[src/rtl/nibble_serial_adder.sv]
// Nibble-serial add/subtract sequencer driving an external 4-bit ripple adder,
// one nibble per cycle LSB first, with the inter-nibble carry held in a flop.
module nibble_serial_adder #(
    parameter int NIBBLES = 4
) (
    input  logic                   clk,
    input  logic                   reset,
    input  logic                   start,
    input  logic                   op_sub,
    input  logic [4*NIBBLES-1:0]   a_in,
    input  logic [4*NIBBLES-1:0]   b_in,
    input  logic                   c_in,
    output logic [3:0]             add_a,
    output logic [3:0]             add_b,
    output logic                   add_cin,
    input  logic [3:0]             add_s,
    input  logic                   add_cout,
    output logic                   busy,
    output logic                   done,
    output logic [4*NIBBLES-1:0]   sum,
    output logic                   c_out,
    output logic                   ovf
);
    // state | meaning
    // IDLE  | waiting for start; adder inputs held at 0
    // RUN   | one nibble per cycle through the adder, idx selects the nibble
    // DONE  | one-cycle done pulse, result registers stable
    localparam int W     = 4 * NIBBLES;
    localparam int IDX_W = $clog2(NIBBLES);
    localparam logic [IDX_W-1:0] IDX_LAST = IDX_W'(NIBBLES - 1);

    localparam logic [1:0] ST_IDLE = 2'd0;
    localparam logic [1:0] ST_RUN  = 2'd1;
    localparam logic [1:0] ST_DONE = 2'd2;

    logic [1:0]       state_q, state_d;
    logic [IDX_W-1:0] idx_q, idx_d;
    logic             carry_q, carry_d;
    logic [W-1:0]     a_reg_q, a_reg_d;
    logic [W-1:0]     b_reg_q, b_reg_d;
    logic [W-1:0]     sum_q, sum_d;
    logic             c_out_q, c_out_d;
    logic             ovf_q, ovf_d;

    always_comb begin
        state_d = state_q;
        idx_d   = idx_q;
        carry_d = carry_q;
        a_reg_d = a_reg_q;
        b_reg_d = b_reg_q;
        sum_d   = sum_q;
        c_out_d = c_out_q;
        ovf_d   = ovf_q;
        case (state_q)
            ST_IDLE: begin
                if (start) begin
                    // Subtraction is A + ~B + 1: invert B once here, seed carry with 1.
                    a_reg_d = a_in;
                    b_reg_d = op_sub ? ~b_in : b_in;
                    carry_d = op_sub ? 1'b1 : c_in;
                    idx_d   = '0;
                    sum_d   = '0;
                    c_out_d = 1'b0;
                    ovf_d   = 1'b0;
                    state_d = ST_RUN;
                end
            end
            ST_RUN: begin
                sum_d[4*idx_q +: 4] = add_s;
                carry_d             = add_cout;
                if (idx_q == IDX_LAST) begin
                    c_out_d = add_cout;
                    ovf_d   = (a_reg_q[W-1] == b_reg_q[W-1]) && (add_s[3] != a_reg_q[W-1]);
                    state_d = ST_DONE;
                end else begin
                    idx_d = idx_q + 1'b1;
                end
            end
            ST_DONE: begin
                state_d = ST_IDLE;
            end
            default: begin
                state_d = ST_IDLE;
            end
        endcase
    end

    always_ff @(posedge clk) begin
        if (reset) begin
            state_q <= ST_IDLE;
            idx_q   <= '0;
            carry_q <= 1'b0;
            a_reg_q <= '0;
            b_reg_q <= '0;
            sum_q   <= '0;
            c_out_q <= 1'b0;
            ovf_q   <= 1'b0;
        end else begin
            state_q <= state_d;
            idx_q   <= idx_d;
            carry_q <= carry_d;
            a_reg_q <= a_reg_d;
            b_reg_q <= b_reg_d;
            sum_q   <= sum_d;
            c_out_q <= c_out_d;
            ovf_q   <= ovf_d;
        end
    end

    always_comb begin
        add_a   = 4'h0;
        add_b   = 4'h0;
        add_cin = 1'b0;
        if (state_q == ST_RUN) begin
            add_a   = a_reg_q[4*idx_q +: 4];
            add_b   = b_reg_q[4*idx_q +: 4];
            add_cin = carry_q;
        end
    end

    assign busy  = (state_q == ST_RUN) || (state_q == ST_DONE);
    assign done  = (state_q == ST_DONE);
    assign sum   = sum_q;
    assign c_out = c_out_q;
    assign ovf   = ovf_q;

endmodule
[config.mk]
export PLATFORM = sky130hd
export DESIGN_NAME = nibble_serial_adder
export DESIGN_NICKNAME = d
export VERILOG_FILES = /design/src/rtl/nibble_serial_adder.sv
export SDC_FILE = /design/constraint.sdc
export NUM_CORES = 1
export LEC_CHECK = 0
export CORE_UTILIZATION = 40
export DETAILED_ROUTE_END_ITERATION = 10
export PLACE_DENSITY = 0.68
export SLEW_MARGIN = 10
export SYNTH_ARGS = -nofsm -noshare
export SYNTH_HDL_FRONTEND = slang
export SYNTH_SLANG_ARGS = --single-unit
[constraint.sdc]
create_clock -name clk -period 4.2 [get_ports clk]
set_input_delay 0.42 -clock clk [delete_from_list [all_inputs] [get_ports clk]]
set_output_delay 0.42 -clock clk [all_outputs]
set_load 0.005 [all_outputs]
Figure 1. Clock network drawn from the DEF (run 1).
Bar = 20 um.
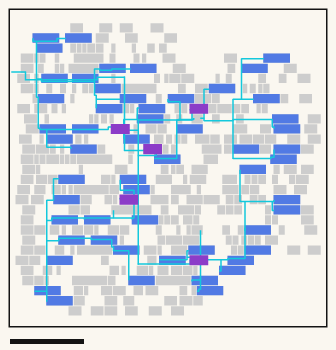
flip-flops: shown in blue, count 55. clock-net drivers: shown in purple, count 5. clock wires: shown in cyan, length 593 um.
Position of the flops: widely spread. There are 6 routed clock nets.
Clock Power Share: 30.1%
clock group power: 356 uW
Worst Skew: 7.72 ps

Figure 2. Pin map (run 1).
Pins as bars across the die edge, other pins in gray.
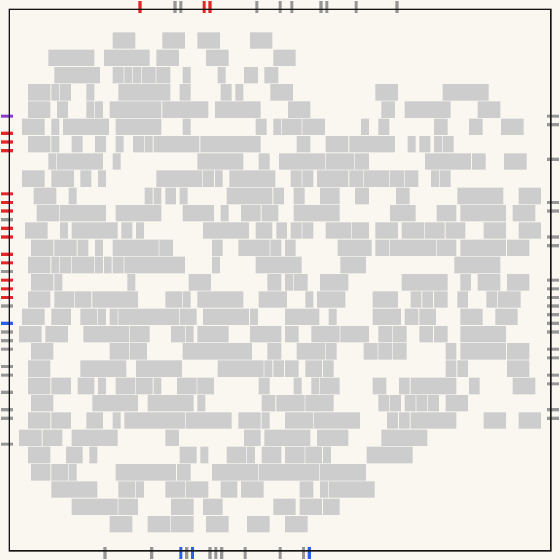
add_b: shown in blue, pins 4, direction output, edge 3 bottom, 1 left. clk: shown in purple, pins 1, direction input, edge left. a_in: shown in red, pins 16, direction input, edge 13 left, 3 top.

==> Changelog: implementation, run 1 <==
## Flow update

* Status: finished, final reports clean
* RePlAce Congestion at 0.729
* H-tree depth at 2
* Floorplan Nets at 349
* Worst Hold Depth at 2
* Pre-antenna DRT Iters at 4
* Crit path kind: reg -> out
* Mean Syn Cell Area at 9.29 sq um
* YS warnings at 0
* Floorplan row count at 29
* CP Cell Sequence: mux4_1 -> and2_1 -> clkdlybuf4s50_1
* Largest net degree at the start of global routing at 58
* Post-DP HPWL at 4.02 mm
* I/O Buffers at 70
* Simple-gate portion of the synthesized area at 21.2%
* CP delay by family, top: flip-flops
* Crit Path Max Fanout at 20
* CP Launch Type: register
* Initial antenna violation count at 0
* Clock insertion delay at the later pin of the skew report at 310 ps
* Ant. Diodes at 0
* Top cells, area: dfxtp_1 (40%), mux4_1 (5.7%), a21oi_1 (5.6%), nand2_1 (5.2%), xnor2_1 (5.1%)
* Die Wd at 85.1 um
* Die y size at 85.1 um
* Yosys cell count at 297
* Total power at 1180 uW
* Root Buffer: clkbuf_8
* Register share after synthesis at 39.9%
* Slowest stage delay, CP at 910 ps
* Core area at 6490 sq um
* Slew margin rel. at 29.6%
* Worst R2R Path Depth at 5
* Vias per cell at 5.29
* TritonCTS clock tree: built
* Seq cells post-synth at 55
* Area leader share at 39.9%
* Crit path buf inv count at 1
* Post-route DRC at 0
* Setup crit end kind: output port
* Post-Route Setup TNS at 0 ps
* First-pass GRT wire length at 10.0 mm
* Ys flop type: dfxtp_1
* YS chip area at 2760 sq um
* Synth Instances at 297
* Deepest clock path buffer count at 2
* Pwr Density at 334 nW/um^2
* Placed insts at 423
* Final setup fails at 0
* Iteration-0 DRC Markers at 70
* Levels on crit path at 3
* XOR Share, Synth at 5.08%
* Final Cycle Share at 69.1%
* Slew @ Worst Pin at 1060 ps
* CTS Hold Bufs at 0
* CP max-delay cell: dfxtp_1
* Max-cap viol count at 0
* Hold path start: a_reg_q[5]
* Fin util at 54.5%
* Yosys aoi share at 15.3%
* Crit path time final at 2900 ps
* Vias at 2280
* Io pins at 71
* Final Hold Viols at 0
Figure 3. The metal 3 layer (run 1).
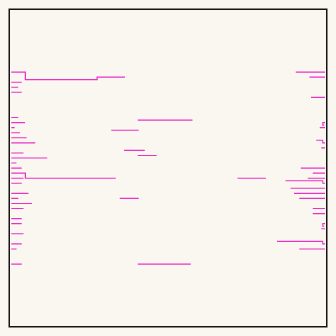
49 nets have wire on it. The longest straight run is 24.1 um. The layer holds 5.1% of the routed length. The wires run mostly horizontal.
routed wire length: 5.79 mm
global-route met3 utilization: 4.28%

-- run 1: report_power, final --
part           switching (uW)  internal, uW
logic                     123           121
clock network             175           181
registers                23.5           557
total                     322           859
-- run 1: worst min-delay path, cell delays in order (launching register included) --
cell	delay [ps]
dfxtp_1	320
nand2_1	50
a21oi_1	50
-- run 1: through the flow --
step | instance area [sq um] | setup WS, ps
after global routing | 3540 | 1150
after CTS | 3540 | 1260
final | 3540 | 1300
after global placement | 3420 | 1660
after detailed placement | 3420 | 1630
after floorplan | 2760 | 2400
-- run 1: flip-flops by register name, summed over array words and instances, names as in the netlist --
register	cells
idx_q	2
carry_q	1
sum	16
a_reg_q	16
ovf	1
state_q	2
c_out	1
b_reg_q	16
-- run 1: layer usage --
metal / wire length [um] / vias to the layer above / track usage (%)
li1: - / 1165 / -
met1: 2820 / 1053 / 22.8
met2: 2610 / 55 / 28.2
met3: 292 / 7 / 4.28
met4: 58 / 0 / 4.47
met5: 0 / - / 0
-- run 1: kinds of logic (layout without fill, tap and decap cells) --
group                    after synthesis  count (layout)
XOR/XNOR                              16              16
buffers and inverters                 27              84
AND/OR/NAND/NOR                      108             108
AND-OR/OR-AND                         71              71
multiplexers                          10              10
adder cells (fa/ha/maj)               10              10
flip-flops                            55              55
-- run 1: how the worst max path moves through the flow --
stage / endpoint / from / slack [ps]
2_1_floorplan: sum[9] / idx_q[1] / 2400
3_3_place_gp: add_b[0] / idx_q[0] / 1660
3_5_place_dp: add_a[3] / idx_q[0] / 1630
4_1_cts: add_a[0] / idx_q[0] / 1260
5_1_grt: add_b[0] / idx_q[0] / 1150
6_report: add_a[0] / idx_q[0] / 1300
-- run 1: placed cells by master (no fill, tap or decap), types with 2 or more instances in the layout --
master	synthesis	final
and2_1	11	11
clkbuf_8	0	5
nor2b_1	8	8
clkdlybuf4s50_1	0	69
xnor2_1	16	16
o21ai_0	17	17
a211oi_1	16	16
nand3_1	2	2
ha_1	10	10
inv_1	5	5
nor2_1	17	17
nand2b_1	5	5
nor3b_1	2	2
nand4_1	13	13
mux4_1	6	6
and4b_2	4	4
nand2_1	38	38
a22o_1	3	3
dfxtp_1	55	55
mux4_2	2	2
a21oi_1	31	31
-- run 1: cell type report --
cell class	count	area, sq um	share of cell area, %
clock buffers	5	68.8	1.94
clock inverters	3	47.5	1.34
inverters	5	18.8	0.530
multi-input cells	215	1500	42.5
flip-flops and latches	55	1100	31.1
well taps	77	96.3	2.72
repair buffers	71	703	19.9
Figure 4. Local utilization (run 1).
9 x 9 tiles, from white (low) to dark blue (high), 0 to 100% covered.
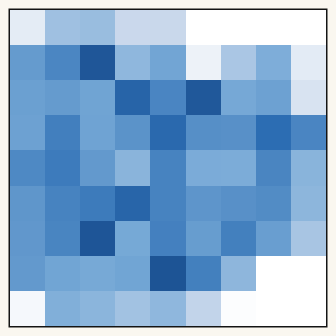

--- run 2 (diff from run 1) ---
--- a/config.mk
+++ b/config.mk
@@ -7,7 +7,7 @@
 export LEC_CHECK = 0
 export CORE_UTILIZATION = 40
 export DETAILED_ROUTE_END_ITERATION = 10
-export PLACE_DENSITY = 0.68
+export PLACE_DENSITY = 0.7
 export SLEW_MARGIN = 10
 export SYNTH_ARGS = -nofsm -noshare
 export SYNTH_HDL_FRONTEND = slang
==> constraint.sdc (replaced) <==
create_clock -name clk -period 2.55 [get_ports clk]
set_input_delay 0.255 -clock clk [delete_from_list [all_inputs] [get_ports clk]]
set_output_delay 0.255 -clock clk [all_outputs]
set_load 0.005 [all_outputs]
Figure 5. Local utilization (run 2).
9 x 9 tiles, from white (low) to dark blue (high), 0 to 100% covered.
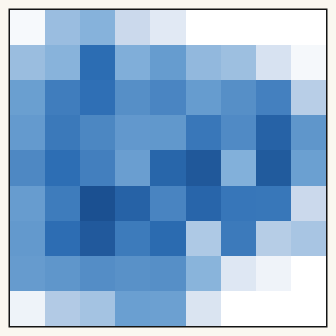
The emptiest ninth of the die: lower right. The fullest tile reaches 87%. The mean over all tiles is 48%. 9.9% of the tiles are nearly empty.

==> run 2 against run 1 <==
Power rose by 67%. Sequential share of layout area fell by 0.49 points. Count of clock-buffer cells in the layout did not move. Largest cell class unchanged. Largest power group unchanged. Highest routed layer unchanged.
==> Changelog: implementation, run 2 <==
## Flow update

* YS warnings at 0 (unchanged)
* First-pass GRT wire length at 10.2 mm (+1.4%)
* Ant. Diodes at 0 (unchanged)
* Area leader share at 39.9% (unchanged)
* Most common logic cells in the final layout: clkdlybuf4s50_1 (69), dfxtp_1 (55), nand2_1 (38), a21oi_1 (31)
* Fin area at 3600 sq um (+1.6%)
* Yosys cell count at 297 (unchanged)
* Pre-antenna DRT Iters at 4 (unchanged)
* Total GRT Usage at 17.4%
* Io pins at 71 (unchanged)
* CP delay by family, top: buffers and inverters
* CP max-delay cell: mux4_1
* Placed Area at 3480 sq um (+1.5%)
* Ys flop type: dfxtp_1
* RePlAce Congestion at 0.741 (+1.5%)
* Commonest Layout Cell: clkdlybuf4s50_1
* Floorplan row count at 29 (unchanged)
* Crit path kind: reg -> out
* CP Launch Type: register
* Pwr Density at 548 nW/um^2 (+64%)
* Hold Path Class: in -> reg
* Register share after synthesis at 39.9% (unchanged)
* Seq cells post-synth at 55 (unchanged)
* Slew @ Worst Pin at 563 ps (-493 ps)
* Max-cap viol count at 0 (unchanged)
* Sequential Area at 1100 sq um (unchanged)
* Vias at 2309 (+1.3%)
* Final Cycle Share at 94.2%
* Share of layout cells above drive strength 1 at 7.76%
* Overflow left after global routing at 0
* Top cells, area: dfxtp_1 (40%), mux4_1 (5.7%), a21oi_1 (5.6%), nand2_1 (5.2%), xnor2_1 (5.1%)
* Number of synthesized flops with an enable pin at 0
* Synth Instances at 297 (unchanged)
* Vias per cell at 5.27 (-0.35%)
* Routed wire length at 5.95 mm (+2.9%)
* Slowest stage delay, CP at 560 ps (-350 ps)
* Tool warnings at 34
* Crit path buf inv count at 2 (+1)
* CP Cell Sequence: buf_6 -> mux4_1 -> and2_1 -> clkdlybuf4s50_1
* Final Hold Viols at 0 (unchanged)
* Post-DP HPWL at 4.21 mm (+4.8%)
* YS chip area at 2760 sq um (unchanged)
* Reg2reg start: state_q[1]
* Deepest clock path buffer count at 2 (unchanged)
* H-tree depth at 2 (unchanged)
* Hold path start: reset
* Logic area at 1500 sq um (unchanged)
* Post-CTS Setup Inserts at 0
* Root Buffer: clkbuf_8
* Crit path time final at 2400 ps
* Status: finished, final reports clean
* Iteration-0 DRC Markers at 114 (+63%)
* Die y size at 85.1 um (unchanged)
* Worst EP required at 2300 ps
* Floorplan Nets at 349 (unchanged)
* Mean Syn Cell Area at 9.29 sq um (unchanged)
* Die Wd at 85.1 um (unchanged)
* Setup crit end kind: output port
* CTS Hold Bufs at 0 (unchanged)
* Initial antenna violation count at 0 (unchanged)
* Slew margin rel. at 62.5% (+33 points)
* Core area at 6490 sq um (unchanged)
* Crit Path Max Fanout at 15 (-25%)
* Post-route DRC at 0 (unchanged)
* Worst R2R Path Depth at 6 (+1)
* TritonCTS clock tree: built
* Clock insertion delay at the later pin of the skew report at 320 ps (about the same)
* Post-Route Setup TNS at 0 ps (unchanged)
* Final setup fails at 0 (unchanged)
* I/O Buffers at 70 (unchanged)
* Worst Hold Depth at 2 (unchanged)
* Largest net degree at the start of global routing at 49 (-16%)
Figure 6. Clock network drawn from the DEF (run 2).
Bar = 20 um.
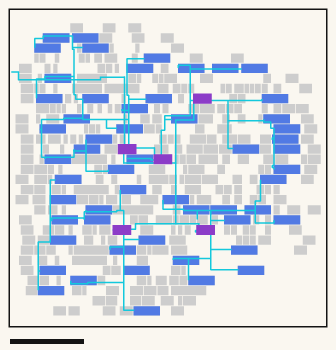
flip-flops: shown in blue, count 55. clock-net drivers: shown in purple, count 5. clock wires: shown in cyan, length 653 um.
There are 6 routed clock nets.
Clock Power Share: 30.4%
clock group power: 599 uW
Worst Skew: 12.1 ps

[run 2: cell counts after synthesis]
No cell type changed its count.
[run 2: cells by family after synthesis]
family | Yosys count | synth area share (%)
buf+inv | 27 | 5.58
compound gates | 71 | 15.3
simple gates | 108 | 21.2
flops | 55 | 39.9
mux | 10 | 8.39
xor+xnor | 16 | 5.08
fa+ha+maj | 10 | 4.54
[run 2: how the worst max path moves through the flow]
stage	slack, ps	startpoint	cells after the start	to
after detailed placement	450	idx_q[0]	4	add_b[0]
after global placement	480	idx_q[0]	4	add_b[1]
final	150	idx_q[0]	4	add_a[0]
after CTS	90	idx_q[0]	4	add_b[1]
after global routing	60	idx_q[0]	4	add_a[0]
after floorplan	750	idx_q[1]	6	sum[9]
[run 2: power breakdown]
group	switching [uW]	internal, uW
clock	301	298
combinational	213	210
sequential	30.8	917
[run 2: layer usage]
layer  wire [um]  GRT usage, %
met5           0             0
met4          80          5.24
met3         324          3.99
met2        2810          29.1
met1        2740          22.5
[run 2: timing repair]
item / 4_1_cts / 5_1_grt
endpoints found under the setup margin: 0 / 1
endpoints found under the hold margin: 0 / 0
resized: 0 / 1
[run 2: layout make-up]
class                   count  share of cell area, %
inverters                   5                  0.522
repair buffers             78                   21.1
flip-flops and latches     55                   30.6
multi-input cells         215                   41.8
clock inverters             3                   1.32
well taps                  77                   2.68
clock buffers               5                   1.91
[run 2: per-stage QoR]
stage	setup WS [ps]	hold WS, ps	utilization, %	total power (uW)	instances
after floorplan	751	388	-	1250	297
after global placement	478	438	53.5	1390	430
after detailed placement	445	445	53.5	1390	430
after CTS	86.1	361	55.3	1990	438
after global routing	57.9	368	55.4	2080	438
final	148	371	55.4	1970	438
--- run 3 (diff from run 2) ---
--- a/config.mk
+++ b/config.mk
@@ -12,3 +12,4 @@
 export SYNTH_ARGS = -nofsm -noshare
 export SYNTH_HDL_FRONTEND = slang
 export SYNTH_SLANG_ARGS = --single-unit
+export TNS_END_PERCENT = 20
Figure 7. The metal 3 layer (run 3).
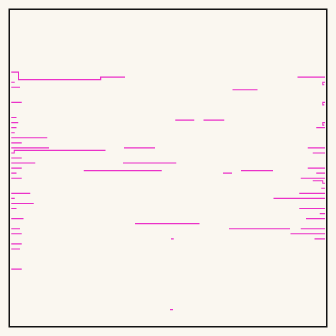
The wires run mostly horizontal. The layer carries 324 um of wire. 54 nets have wire on it.
global-route met3 utilization: 3.99%
routed wire length: 5.95 mm
Vias: 2309

Figure 8. Cell placement (run 3).
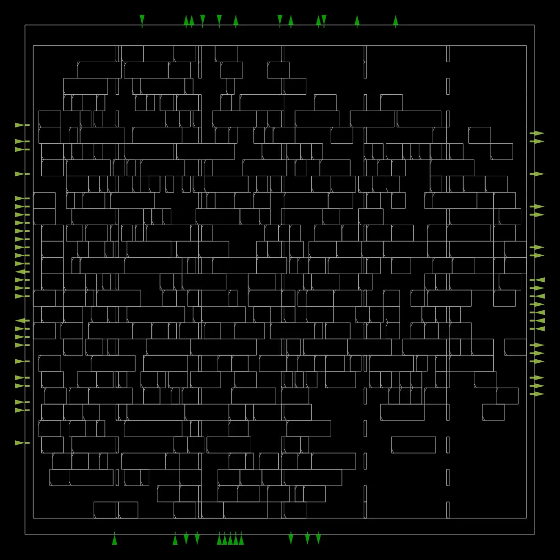
core area: 6490 sq um
floorplan row count: 29
filler cell count: 603

==> run 3 against run 2 <==
Sequential share of layout area unchanged. Global-route usage unchanged. Power unchanged. Core utilization unchanged. Clock skew unchanged. Non-clock buffer count unchanged. Die size unchanged. Largest cell class unchanged.
==> Changelog: implementation, run 3 <==
## Flow update

* Max-slew violations at 0
* Post-DP HPWL at 4.21 mm (unchanged)
* Most common cell in the synthesized netlist: dfxtp_1
* Clock insertion delay at the later pin of the skew report at 320 ps (about the same)
* Netlist Area Pre-Place at 2760 sq um
* Non-Filler Instances at 438 (unchanged)
* Worst Skew at 12.1 ps (unchanged)
* Floorplan Nets at 349 (unchanged)
* Overflow left after global routing at 0 (unchanged)
* Top cells by count: dfxtp_1 (55), nand2_1 (38), a21oi_1 (31), nor2_1 (17), o21ai_0 (17)
* Vias in the first global route at 2196
* Clock Power Share at 30.4% (about the same)
* Deepest clock path buffer count at 2 (unchanged)
* Num CTS Buffers at 5
* Clk sinks at 55
* CP Cell Sequence: buf_6 -> mux4_1 -> and2_1 -> clkdlybuf4s50_1
* Share of layout cells above drive strength 1 at 7.76% (unchanged)
* Ys flop type: dfxtp_1
* I/O Buffers at 70 (unchanged)
* CP Launch Type: register
* Number of synthesized flops with an enable pin at 0 (unchanged)
* Root Buffer: clkbuf_8
* WL/cell at 13.6 um
* Crit path time final at 2400 ps (unchanged)
* NetSw at 545 uW (unchanged)
* Clock slew at reported path FFs at 110 ps
* Crit Path Max Fanout at 15 (unchanged)
* CP max-delay cell: mux4_1
* Async SR Flop Fraction at 0%
* Pre-antenna DRT Iters at 4 (unchanged)
* Mean Syn Cell Area at 9.29 sq um (unchanged)
* Worst EP required at 2300 ps (about the same)
* Crit path buf inv count at 2 (unchanged)
* RePlAce Congestion at 0.741 (unchanged)
* Setup ws final at 148 ps (unchanged)
* Top cells, area: dfxtp_1 (40%), mux4_1 (5.7%), a21oi_1 (5.6%), nand2_1 (5.2%), xnor2_1 (5.1%)
* Largest net degree at the start of global routing at 49 (unchanged)
* Die y size at 85.1 um (unchanged)
* H-tree depth at 2 (unchanged)
* Yosys cell count at 297 (unchanged)
* Setup crit end kind: output port
* Slowest stage delay, CP at 560 ps (about the same)
* Placed insts at 430 (unchanged)
* YS warnings at 0 (unchanged)
* TritonCTS clock tree: built
* Synth-to-Final Area Change at 30.3%
* Initial antenna violation count at 0 (unchanged)
* Worst vdd ir at 0.244 mV
* R2R Setup Slk at 500 ps
* Slew margin rel. at 62.5% (unchanged)
* Init Core Util at 42.5%
* Most common logic cells in the final layout: clkdlybuf4s50_1 (69), dfxtp_1 (55), nand2_1 (38), a21oi_1 (31)
* Final Cycle Share at 94.2% (unchanged)
* Leakage Power at 0.00132 uW
* Unique cell types at 39
* Vias per cell at 5.27 (unchanged)
* Slew @ Worst Pin at 563 ps (unchanged)
* Critical path arrival at 2150 ps
* Sw Share at 27.6% (unchanged)
* Crit path kind: reg -> out
* Area leader share at 39.9% (unchanged)
* Seq cells post-synth at 55 (unchanged)
* Cell type with the largest total area: dfxtp_1
* Die footprint at 7230 sq um
* Pint at 1430 uW (unchanged)
* Total GRT Usage at 17.4% (unchanged)
* CP delay by family, top: buffers and inverters
* RSZ-0062 raised after global routing: false
* Combinational power share at 21.5% (about the same)
* Post-CTS Setup Inserts at 0 (unchanged)
* First-pass GRT wire length at 10.2 mm (unchanged)
* Ant. Diodes at 0 (unchanged)
* Die Wd at 85.1 um (unchanged)
* Pre-CTS WS at 445 ps (unchanged)
* Final setup fails at 0 (unchanged)
* Io pins at 71 (unchanged)
* Status: finished, final reports clean
* Register share after synthesis at 39.9% (unchanged)
* Sequential share of power at 48.1% (about the same)
* Achievable clock frequency at 416 MHz
* Post-Route Setup TNS at 0 ps (unchanged)
* Post-route DRC at 0 (unchanged)
* Max-cap viol count at 0 (unchanged)
* YS chip area at 2760 sq um (unchanged)
* Iteration-0 DRC Markers at 114 (unchanged)
* Pwr Density at 548 nW/um^2 (unchanged)
* Commonest Layout Cell: clkdlybuf4s50_1
* Antenna-violating nets left at 0
* Final Net Count at 412
* Final Hold Viols at 0 (unchanged)
* Synth Instances at 297 (unchanged)
* Hold Path Class: in -> reg
* Tool warnings at 34 (unchanged)
[run 3: cell counts after synthesis]
No cell type changed its count.
[run 3: power groups by stage]
| stage | Clock (uW) | Combinational (uW) | Sequential [uW] |
|---|---|---|---|
| finish | 599 | 423 | 948 |
| detailed placement | 0 | 427 | 968 |
| floorplan | 0 | 292 | 958 |
| global route | 651 | 471 | 957 |
| CTS | 613 | 427 | 949 |
| global placement | 0 | 418 | 967 |
[run 3: final timing paths]
| kind | startpoint | endpoint | cells after the start |
|---|---|---|---|
| worst max-delay path | idx_q[0] | add_a[0] | 4 |
| worst min-delay path | reset | a_reg_q[3] | 2 |
| worst max register to register | state_q[1] | sum[9] | 6 |
| worst min register to register | carry_q | carry_q | 2 |
[run 3: final cells by class]
cell class / count / area [sq um] / share of cell area [%]
clock buffer: 5 / 68.8 / 1.91
clock inverter: 3 / 47.5 / 1.32
multi-input combinational: 215 / 1500 / 41.8
inverter: 5 / 18.8 / 0.522
timing repair buffer: 78 / 759 / 21.1
sequential: 55 / 1100 / 30.6
tap: 77 / 96.3 / 2.68
[run 3: layer usage]
| layer | wire length, um | track usage, % |
|---|---|---|
| met5 | 0 | 0 |
| met4 | 80 | 5.24 |
| met3 | 324 | 3.99 |
| met2 | 2810 | 29.1 |
| met1 | 2740 | 22.5 |
[run 3: timing repair]
action / 4_1_cts / 5_1_grt
setup endpoints to repair: 0 / 1
hold endpoints to repair: 0 / 0
hold buffers: 0 / 0
gates resized: 0 / 1
[run 3: per-stage QoR]
| stage | hold slack [ps] | area (sq um) | util, % | power [uW] |
|---|---|---|---|---|
| 3_3_place_gp | 438 | 3480 | 53.5 | 1390 |
| 4_1_cts | 361 | 3590 | 55.3 | 1990 |
| 6_report | 371 | 3600 | 55.4 | 1970 |
| 5_1_grt | 368 | 3600 | 55.4 | 2080 |
| 2_1_floorplan | 388 | 2760 | - | 1250 |
| 3_5_place_dp | 445 | 3480 | 53.5 | 1390 |
[run 3: cells by family (layout without fill, tap and decap cells)]
family / Yosys count / after routing / synth area share [%]
mux: 10 / 10 / 8.39
compound gates: 71 / 71 / 15.3
fa+ha+maj: 10 / 10 / 4.54
flops: 55 / 55 / 39.9
buf+inv: 27 / 91 / 5.58
xor+xnor: 16 / 16 / 5.08
simple gates: 108 / 108 / 21.2
No activity file was given, so power comes from the tool's default toggle rates.
